===== src/rtl/alu_issue_sched_if.sv =====
`default_nettype none
// ============================================================================
// Module   : alu_issue_sched_if
// Brief    : RS request, EU issue/result and CDB handshake bundle for the ALU
//            issue scheduler. The master modport is the scheduler side.
// Revision : 1.0 - initial release
// ============================================================================
interface alu_issue_sched_if #(
    parameter int RS_DEPTH   = 8,
    parameter int XLEN       = 64,
    parameter int EU_CTL_LEN = 4,
    parameter int EXCEPT_LEN = 2
);
    localparam int IDXW = $clog2(RS_DEPTH);

    logic                             flush_i;
    logic [RS_DEPTH-1:0]              req_valid_i;
    logic [RS_DEPTH*EU_CTL_LEN-1:0]   req_ctl_i;
    logic [RS_DEPTH*XLEN-1:0]         req_rs1_i;
    logic [RS_DEPTH*XLEN-1:0]         req_rs2_i;
    logic [RS_DEPTH-1:0]              issue_ack_o;
    logic                             eu_valid_o;
    logic                             eu_ready_i;
    logic [EU_CTL_LEN-1:0]            eu_ctl_o;
    logic [XLEN-1:0]                  eu_rs1_o;
    logic [XLEN-1:0]                  eu_rs2_o;
    logic [IDXW-1:0]                  eu_entry_idx_o;
    logic                             eu_valid_i;
    logic                             eu_ready_o;
    logic [IDXW-1:0]                  eu_entry_idx_i;
    logic [XLEN-1:0]                  eu_result_i;
    logic                             eu_except_raised_i;
    logic [EXCEPT_LEN-1:0]            eu_except_code_i;
    logic                             cdb_valid_o;
    logic                             cdb_ready_i;
    logic [IDXW-1:0]                  cdb_idx_o;
    logic [XLEN-1:0]                  cdb_result_o;
    logic                             cdb_except_raised_o;
    logic [EXCEPT_LEN-1:0]            cdb_except_code_o;
    logic                             busy_o;

    modport master (
        input  flush_i, req_valid_i, req_ctl_i, req_rs1_i, req_rs2_i,
        output issue_ack_o,
        output eu_valid_o, eu_ctl_o, eu_rs1_o, eu_rs2_o, eu_entry_idx_o,
        input  eu_ready_i,
        input  eu_valid_i, eu_entry_idx_i, eu_result_i, eu_except_raised_i,
        input  eu_except_code_i,
        output eu_ready_o,
        output cdb_valid_o, cdb_idx_o, cdb_result_o, cdb_except_raised_o,
        output cdb_except_code_o,
        input  cdb_ready_i,
        output busy_o
    );

    modport slave (
        output flush_i, req_valid_i, req_ctl_i, req_rs1_i, req_rs2_i,
        input  issue_ack_o,
        input  eu_valid_o, eu_ctl_o, eu_rs1_o, eu_rs2_o, eu_entry_idx_o,
        output eu_ready_i,
        output eu_valid_i, eu_entry_idx_i, eu_result_i, eu_except_raised_i,
        output eu_except_code_i,
        input  eu_ready_o,
        input  cdb_valid_o, cdb_idx_o, cdb_result_o, cdb_except_raised_o,
        input  cdb_except_code_o,
        output cdb_ready_i,
        input  busy_o
    );
endinterface
`default_nettype wire


===== src/rtl/alu_issue_sched.sv =====
`default_nettype none
// ============================================================================
// Module   : alu_issue_sched
// Brief    : Round-robin issue scheduler for a single non-pipelined ALU; one op
//            in flight, result held on the CDB until accepted.
//            Optional watchdog on the EU result: ALU_ISSUE_SCHED_WATCHDOG_EN.
// Revision : 1.0 - initial release
// ============================================================================
module alu_issue_sched #(
    parameter int RS_DEPTH   = 8,
    parameter int XLEN       = 64,
    parameter int EU_CTL_LEN = 4,
    parameter int EXCEPT_LEN = 2,
    parameter int MAX_WAIT   = 15
) (
    input  wire               clk_i,
    input  wire               rst_n_i,
    alu_issue_sched_if.master bus
);

    localparam int                    IDXW                = $clog2(RS_DEPTH);
    localparam logic [IDXW-1:0]       c_RR_RESET          = IDXW'(RS_DEPTH - 1);
    localparam logic [EXCEPT_LEN-1:0] c_CODE_TAG_MISMATCH = '1;

    generate
        if ((RS_DEPTH < 2) || ((RS_DEPTH & (RS_DEPTH - 1)) != 0)) begin : g_bad_rs_depth
            $error("alu_issue_sched: RS_DEPTH must be a power of 2 and >= 2");
        end
        if (MAX_WAIT < 1) begin : g_bad_max_wait
            $error("alu_issue_sched: MAX_WAIT must be >= 1");
        end
    endgenerate

    typedef enum logic [1:0] {
        ST_IDLE  = 2'd0,
        ST_ISSUE = 2'd1,
        ST_WAIT  = 2'd2,
        ST_WB    = 2'd3
    } state_t;

    state_t                r_state;
    state_t                w_state_nxt;
    logic [IDXW-1:0]       r_rr_ptr;
    logic [IDXW-1:0]       w_grant_idx;
    logic                  w_grant_found;
    logic                  w_grant;
    logic                  w_capture;
    logic                  w_timeout;
    logic                  w_tag_mismatch;
    logic [RS_DEPTH-1:0]   w_issue_ack;

    logic [EU_CTL_LEN-1:0] r_eu_ctl;
    logic [XLEN-1:0]       r_eu_rs1;
    logic [XLEN-1:0]       r_eu_rs2;
    logic [IDXW-1:0]       r_eu_idx;

    logic [IDXW-1:0]       r_cdb_idx;
    logic [XLEN-1:0]       r_cdb_result;
    logic                  r_cdb_raised;
    logic [EXCEPT_LEN-1:0] r_cdb_code;

    // Scan downward so the entry closest after r_rr_ptr is the last (winning)
    // assignment; offset RS_DEPTH wraps to r_rr_ptr itself, searched last.
    always_comb begin
        logic [IDXW-1:0] w_cand;
        w_cand        = '0;
        w_grant_found = 1'b0;
        w_grant_idx   = '0;
        for (int i = RS_DEPTH; i >= 1; i--) begin
            w_cand = r_rr_ptr + IDXW'(i);
            if (bus.req_valid_i[w_cand]) begin
                w_grant_found = 1'b1;
                w_grant_idx   = w_cand;
            end
        end
    end

    assign w_grant        = (r_state == ST_IDLE) && w_grant_found && !bus.flush_i;
    assign w_capture      = (r_state == ST_WAIT) && bus.eu_valid_i && !bus.flush_i;
    assign w_tag_mismatch = (bus.eu_entry_idx_i != r_eu_idx);

    always_comb begin
        w_issue_ack = '0;
        if (w_grant) begin
            w_issue_ack[w_grant_idx] = 1'b1;
        end
    end

`ifdef ALU_ISSUE_SCHED_WATCHDOG_EN
    localparam int                     c_WDW          = $clog2(MAX_WAIT + 1);
    localparam logic [c_WDW-1:0]       c_WD_LAST      = c_WDW'(MAX_WAIT - 1);
    localparam logic [EXCEPT_LEN-1:0]  c_CODE_TIMEOUT = EXCEPT_LEN'(2'b10);

    logic [c_WDW-1:0] r_wd_cnt;

    // Counter holds the number of completed WAIT cycles; the edge that would
    // take it to MAX_WAIT is the timeout edge.
    always_ff @(posedge clk_i or negedge rst_n_i) begin
        if (!rst_n_i) begin
            r_wd_cnt <= '0;
        end else if (r_state != ST_WAIT) begin
            r_wd_cnt <= '0;
        end else begin
            r_wd_cnt <= r_wd_cnt + c_WDW'(1);
        end
    end

    assign w_timeout = (r_state == ST_WAIT) && !bus.eu_valid_i && !bus.flush_i
                     && (r_wd_cnt == c_WD_LAST);
`else
    assign w_timeout = 1'b0;
`endif

    always_ff @(posedge clk_i or negedge rst_n_i) begin
        if (!rst_n_i) begin
            r_state <= ST_IDLE;
        end else begin
            r_state <= w_state_nxt;
        end
    end

    always_comb begin
        w_state_nxt = r_state;
        case (r_state)
            ST_IDLE:  if (w_grant_found)             w_state_nxt = ST_ISSUE;
            ST_ISSUE: if (bus.eu_ready_i)            w_state_nxt = ST_WAIT;
            ST_WAIT:  if (bus.eu_valid_i || w_timeout) w_state_nxt = ST_WB;
            ST_WB:    if (bus.cdb_ready_i)           w_state_nxt = ST_IDLE;
            default:                                 w_state_nxt = ST_IDLE;
        endcase
        if (bus.flush_i) begin
            w_state_nxt = ST_IDLE;
        end
    end

    always_ff @(posedge clk_i or negedge rst_n_i) begin
        if (!rst_n_i) begin
            r_rr_ptr <= c_RR_RESET;
            r_eu_ctl <= '0;
            r_eu_rs1 <= '0;
            r_eu_rs2 <= '0;
            r_eu_idx <= '0;
        end else if (w_grant) begin
            r_rr_ptr <= w_grant_idx;
            r_eu_ctl <= bus.req_ctl_i[w_grant_idx*EU_CTL_LEN +: EU_CTL_LEN];
            r_eu_rs1 <= bus.req_rs1_i[w_grant_idx*XLEN +: XLEN];
            r_eu_rs2 <= bus.req_rs2_i[w_grant_idx*XLEN +: XLEN];
            r_eu_idx <= w_grant_idx;
        end
    end

    // A returned tag that disagrees with the issued entry is reported as an
    // exception, but the result is still delivered to the issued entry.
    always_ff @(posedge clk_i or negedge rst_n_i) begin
        if (!rst_n_i) begin
            r_cdb_idx    <= '0;
            r_cdb_result <= '0;
            r_cdb_raised <= 1'b0;
            r_cdb_code   <= '0;
        end else if (w_capture) begin
            r_cdb_idx    <= r_eu_idx;
            r_cdb_result <= bus.eu_result_i;
            if (w_tag_mismatch) begin
                r_cdb_raised <= 1'b1;
                r_cdb_code   <= c_CODE_TAG_MISMATCH;
            end else begin
                r_cdb_raised <= bus.eu_except_raised_i;
                r_cdb_code   <= bus.eu_except_code_i;
            end
`ifdef ALU_ISSUE_SCHED_WATCHDOG_EN
        end else if (w_timeout) begin
            r_cdb_idx    <= r_eu_idx;
            r_cdb_result <= '0;
            r_cdb_raised <= 1'b1;
            r_cdb_code   <= c_CODE_TIMEOUT;
`endif
        end
    end

    assign bus.issue_ack_o         = w_issue_ack;
    assign bus.eu_valid_o          = (r_state == ST_ISSUE);
    assign bus.eu_ctl_o            = r_eu_ctl;
    assign bus.eu_rs1_o            = r_eu_rs1;
    assign bus.eu_rs2_o            = r_eu_rs2;
    assign bus.eu_entry_idx_o      = r_eu_idx;
    assign bus.eu_ready_o          = (r_state == ST_WAIT);
    assign bus.cdb_valid_o         = (r_state == ST_WB);
    assign bus.cdb_idx_o           = r_cdb_idx;
    assign bus.cdb_result_o        = r_cdb_result;
    assign bus.cdb_except_raised_o = r_cdb_raised;
    assign bus.cdb_except_code_o   = r_cdb_code;
    assign bus.busy_o              = (r_state != ST_IDLE);

endmodule
`default_nettype wire


===== src/flat_wrapper.sv =====
// flat-port wrapper written by rule: the top's interface ports become plain ports
module alu_issue_sched_flat 
#(
    parameter int RS_DEPTH   = 8,
    parameter int XLEN       = 64,
    parameter int EU_CTL_LEN = 4,
    parameter int EXCEPT_LEN = 2,
    parameter int MAX_WAIT   = 15
)
  (clk_i, rst_n_i, bus_flush_i, bus_req_valid_i, bus_req_ctl_i, bus_req_rs1_i, bus_req_rs2_i, bus_issue_ack_o, bus_eu_valid_o, bus_eu_ctl_o, bus_eu_rs1_o, bus_eu_rs2_o, bus_eu_entry_idx_o, bus_eu_ready_i, bus_eu_valid_i, bus_eu_entry_idx_i, bus_eu_result_i, bus_eu_except_raised_i, bus_eu_except_code_i, bus_eu_ready_o, bus_cdb_valid_o, bus_cdb_idx_o, bus_cdb_result_o, bus_cdb_except_raised_o, bus_cdb_except_code_o, bus_cdb_ready_i, bus_busy_o);
  alu_issue_sched_if #(.RS_DEPTH(RS_DEPTH), .XLEN(XLEN), .EU_CTL_LEN(EU_CTL_LEN), .EXCEPT_LEN(EXCEPT_LEN)) bus_i ();
  input  wire clk_i;
  input  wire rst_n_i;
  input wire logic [$bits(bus_i.flush_i)-1:0] bus_flush_i;
  input wire logic [$bits(bus_i.req_valid_i)-1:0] bus_req_valid_i;
  input wire logic [$bits(bus_i.req_ctl_i)-1:0] bus_req_ctl_i;
  input wire logic [$bits(bus_i.req_rs1_i)-1:0] bus_req_rs1_i;
  input wire logic [$bits(bus_i.req_rs2_i)-1:0] bus_req_rs2_i;
  output wire logic [$bits(bus_i.issue_ack_o)-1:0] bus_issue_ack_o;
  output wire logic [$bits(bus_i.eu_valid_o)-1:0] bus_eu_valid_o;
  output wire logic [$bits(bus_i.eu_ctl_o)-1:0] bus_eu_ctl_o;
  output wire logic [$bits(bus_i.eu_rs1_o)-1:0] bus_eu_rs1_o;
  output wire logic [$bits(bus_i.eu_rs2_o)-1:0] bus_eu_rs2_o;
  output wire logic [$bits(bus_i.eu_entry_idx_o)-1:0] bus_eu_entry_idx_o;
  input wire logic [$bits(bus_i.eu_ready_i)-1:0] bus_eu_ready_i;
  input wire logic [$bits(bus_i.eu_valid_i)-1:0] bus_eu_valid_i;
  input wire logic [$bits(bus_i.eu_entry_idx_i)-1:0] bus_eu_entry_idx_i;
  input wire logic [$bits(bus_i.eu_result_i)-1:0] bus_eu_result_i;
  input wire logic [$bits(bus_i.eu_except_raised_i)-1:0] bus_eu_except_raised_i;
  input wire logic [$bits(bus_i.eu_except_code_i)-1:0] bus_eu_except_code_i;
  output wire logic [$bits(bus_i.eu_ready_o)-1:0] bus_eu_ready_o;
  output wire logic [$bits(bus_i.cdb_valid_o)-1:0] bus_cdb_valid_o;
  output wire logic [$bits(bus_i.cdb_idx_o)-1:0] bus_cdb_idx_o;
  output wire logic [$bits(bus_i.cdb_result_o)-1:0] bus_cdb_result_o;
  output wire logic [$bits(bus_i.cdb_except_raised_o)-1:0] bus_cdb_except_raised_o;
  output wire logic [$bits(bus_i.cdb_except_code_o)-1:0] bus_cdb_except_code_o;
  input wire logic [$bits(bus_i.cdb_ready_i)-1:0] bus_cdb_ready_i;
  output wire logic [$bits(bus_i.busy_o)-1:0] bus_busy_o;
  assign bus_i.flush_i = bus_flush_i;
  assign bus_i.req_valid_i = bus_req_valid_i;
  assign bus_i.req_ctl_i = bus_req_ctl_i;
  assign bus_i.req_rs1_i = bus_req_rs1_i;
  assign bus_i.req_rs2_i = bus_req_rs2_i;
  assign bus_issue_ack_o = bus_i.issue_ack_o;
  assign bus_eu_valid_o = bus_i.eu_valid_o;
  assign bus_eu_ctl_o = bus_i.eu_ctl_o;
  assign bus_eu_rs1_o = bus_i.eu_rs1_o;
  assign bus_eu_rs2_o = bus_i.eu_rs2_o;
  assign bus_eu_entry_idx_o = bus_i.eu_entry_idx_o;
  assign bus_i.eu_ready_i = bus_eu_ready_i;
  assign bus_i.eu_valid_i = bus_eu_valid_i;
  assign bus_i.eu_entry_idx_i = bus_eu_entry_idx_i;
  assign bus_i.eu_result_i = bus_eu_result_i;
  assign bus_i.eu_except_raised_i = bus_eu_except_raised_i;
  assign bus_i.eu_except_code_i = bus_eu_except_code_i;
  assign bus_eu_ready_o = bus_i.eu_ready_o;
  assign bus_cdb_valid_o = bus_i.cdb_valid_o;
  assign bus_cdb_idx_o = bus_i.cdb_idx_o;
  assign bus_cdb_result_o = bus_i.cdb_result_o;
  assign bus_cdb_except_raised_o = bus_i.cdb_except_raised_o;
  assign bus_cdb_except_code_o = bus_i.cdb_except_code_o;
  assign bus_i.cdb_ready_i = bus_cdb_ready_i;
  assign bus_busy_o = bus_i.busy_o;
  alu_issue_sched #(.RS_DEPTH(RS_DEPTH), .XLEN(XLEN), .EU_CTL_LEN(EU_CTL_LEN), .EXCEPT_LEN(EXCEPT_LEN), .MAX_WAIT(MAX_WAIT)) u_core (.clk_i(clk_i), .rst_n_i(rst_n_i), .bus(bus_i));
endmodule

===== config.mk =====
export PLATFORM = sky130hd
export DESIGN_NAME = alu_issue_sched_flat
export DESIGN_NICKNAME = d
export VERILOG_FILES = /design/src/rtl/alu_issue_sched_if.sv /design/src/rtl/alu_issue_sched.sv /design/src/flat_wrapper.sv
export SDC_FILE = /design/constraint.sdc
export NUM_CORES = 1
export LEC_CHECK = 0
export ABC_AREA = 1
export CAP_MARGIN = 20
export CORE_AREA = 3 3 528 530
export DETAILED_ROUTE_END_ITERATION = 16
export DIE_AREA = 0 0 531 533
export DONT_BUFFER_PORTS = 1
export PLACE_DENSITY_LB_ADDON = 0.12
export SLEW_MARGIN = 20
export SYNTH_ARGS = -nofsm -noshare
export SYNTH_HDL_FRONTEND = slang
export SYNTH_SLANG_ARGS = --single-unit

===== constraint.sdc =====
create_clock -name clk_i -period 7.8 [get_ports clk_i]
set_input_delay 2.34 -clock clk_i [delete_from_list [all_inputs] [get_ports clk_i]]
set_output_delay 2.34 -clock clk_i [all_outputs]
set_load 0.05 [all_outputs]

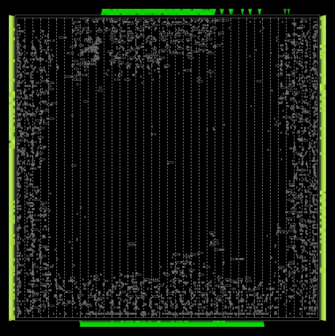
final_placement.png
row count: 192
seq_cells: 210

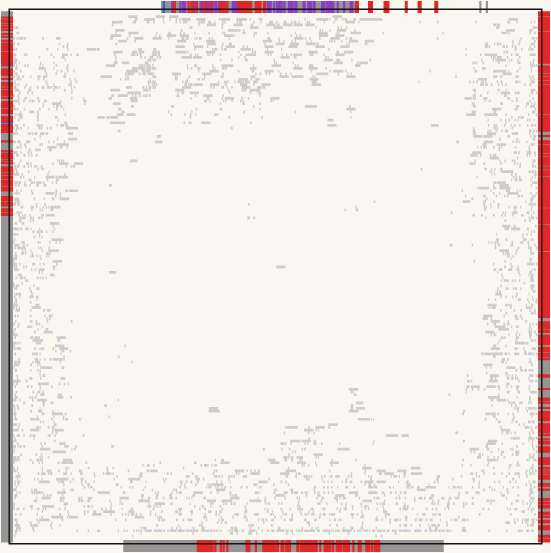
pins.png
Scale: 1 px per um. Pins as bars across the die edge, other pins in grey.
| port | colour | pins | direction | edge |
|---|---|---|---|---|
| bus_eu_result_i | purple | 64 | input | top |
| bus_req_rs1_i | red | 512 | input | 282 right, 89 bottom, 89 left, 52 top |
| bus_eu_entry_idx_i | blue | 3 | input | 2 left, 1 top |

[metal layers]
metal / GRT usage, % / wire, um
met5: 0 / 281
met4: 3.798 / 5502
met3: 3.795 / 16530
met2: 22.47 / 93350
met1: 14.32 / 73300
[layout make-up]
| class | instances | area (um2) |
|---|---|---|
| Antenna cell | 20 | 50.05 |
| Clock buffer | 56 | 1067 |
| Multi-Input combinational cell | 3522 | 14540 |
| Clock inverter | 10 | 158.9 |
| Tap cell | 3589 | 4491 |
| Inverter | 30 | 130.1 |
| Timing Repair Buffer | 53 | 580.6 |
| Sequential cell | 210 | 5259 |
| Fill cell | 32741 | 247600 |
[registers in the layout, indices dropped and copies added (netlist names)]
name                            cells
u_core.bus.eu_rs1_o                64
u_core.bus.eu_ctl_o                 4
u_core.bus.eu_rs2_o                64
u_core.bus.cdb_except_raised_o      1
u_core.r_rr_ptr                     3
u_core.bus.cdb_idx_o                3
u_core.bus.cdb_result_o            64
u_core.bus.eu_entry_idx_o           3
u_core.bus.cdb_except_code_o        2
u_core.r_state                      2
[stage by stage]
stage / instance area [um2] / std cells / hold slack (ps) / setup WS [ps]
detailed placement: 25000 / 7404 / 602.7 / 916.0
floorplan: 21630 / 4097 / 571.5 / 1111
global route: 26260 / 7481 / 662.1 / 803.9
CTS: 26230 / 7470 / 606.2 / 901.7
finish: 26280 / 7490 / 606.9 / 969.1
global placement: 24970 / 7403 / 610.5 / 894.0
[kinds of logic after synthesis]
family          Yosys count  synth area share, %
fa+ha+maj                 6               0.3471
simple gates           3487                65.69
flops                   210                24.31
compound gates           24               0.6595
xor+xnor                  5               0.2024
buf+inv                 365                8.792
==> results.rst <==
Synthesis and place-and-route
=============================

.. list-table::
   :header-rows: 1

   * - Metric
     - Value
   * - Last element of the critical path
     - bus_issue_ack_o[2]
   * - Nets at Floorplan
     - 5243
   * - Synth async-reset ratio
     - 100.0%
   * - Number of nets in the final layout
     - 5000
   * - Top cells by area
     - sky130_fd_sc_hd__nand2_1 (45%), sky130_fd_sc_hd__dfrtp_1 (24%), sky130_fd_sc_hd__nand3_1 (19%)
   * - Setup slack of the worst register-to-register path
     - 2230 ps
   * - Most frequently placed logic cells in the final layout
     - sky130_fd_sc_hd__nand2_1 (2615), sky130_fd_sc_hd__nand3_1 (832), sky130_fd_sc_hd__dfrtp_1 (207)
   * - Critical path launch point type
     - primary input
   * - Global route overflow
     - 0
   * - Cell at the slowest stage of the critical path
     - sky130_fd_sc_hd__nand3_1
   * - Status
     - complete, no violations
   * - Number of post-CTS setup repair buffers
     - 0
   * - Post-route setup TNS
     - 0 ps
   * - Part of the Yosys area used for sequential elements
     - 24.31%
   * - Instance count along the most critical hold path
     - 2
   * - Max Clk Rate
     - 0.1464 GHz
   * - Data required time of the critical path
     - 5460 ps
   * - Initial standard-cell utilization of the core
     - 7.898%
   * - Final setup violation count
     - 0
   * - # resized after CTS
     - 0
   * - Worst-case clock buffer depth
     - 3
   * - Arrival time at the worst endpoint
     - 4490 ps
   * - Number of enable-type register cells in the synthesized netlist
     - 0
   * - Hold crit path type
     - flop to flop
   * - Remaining antenna violation count
     - 0
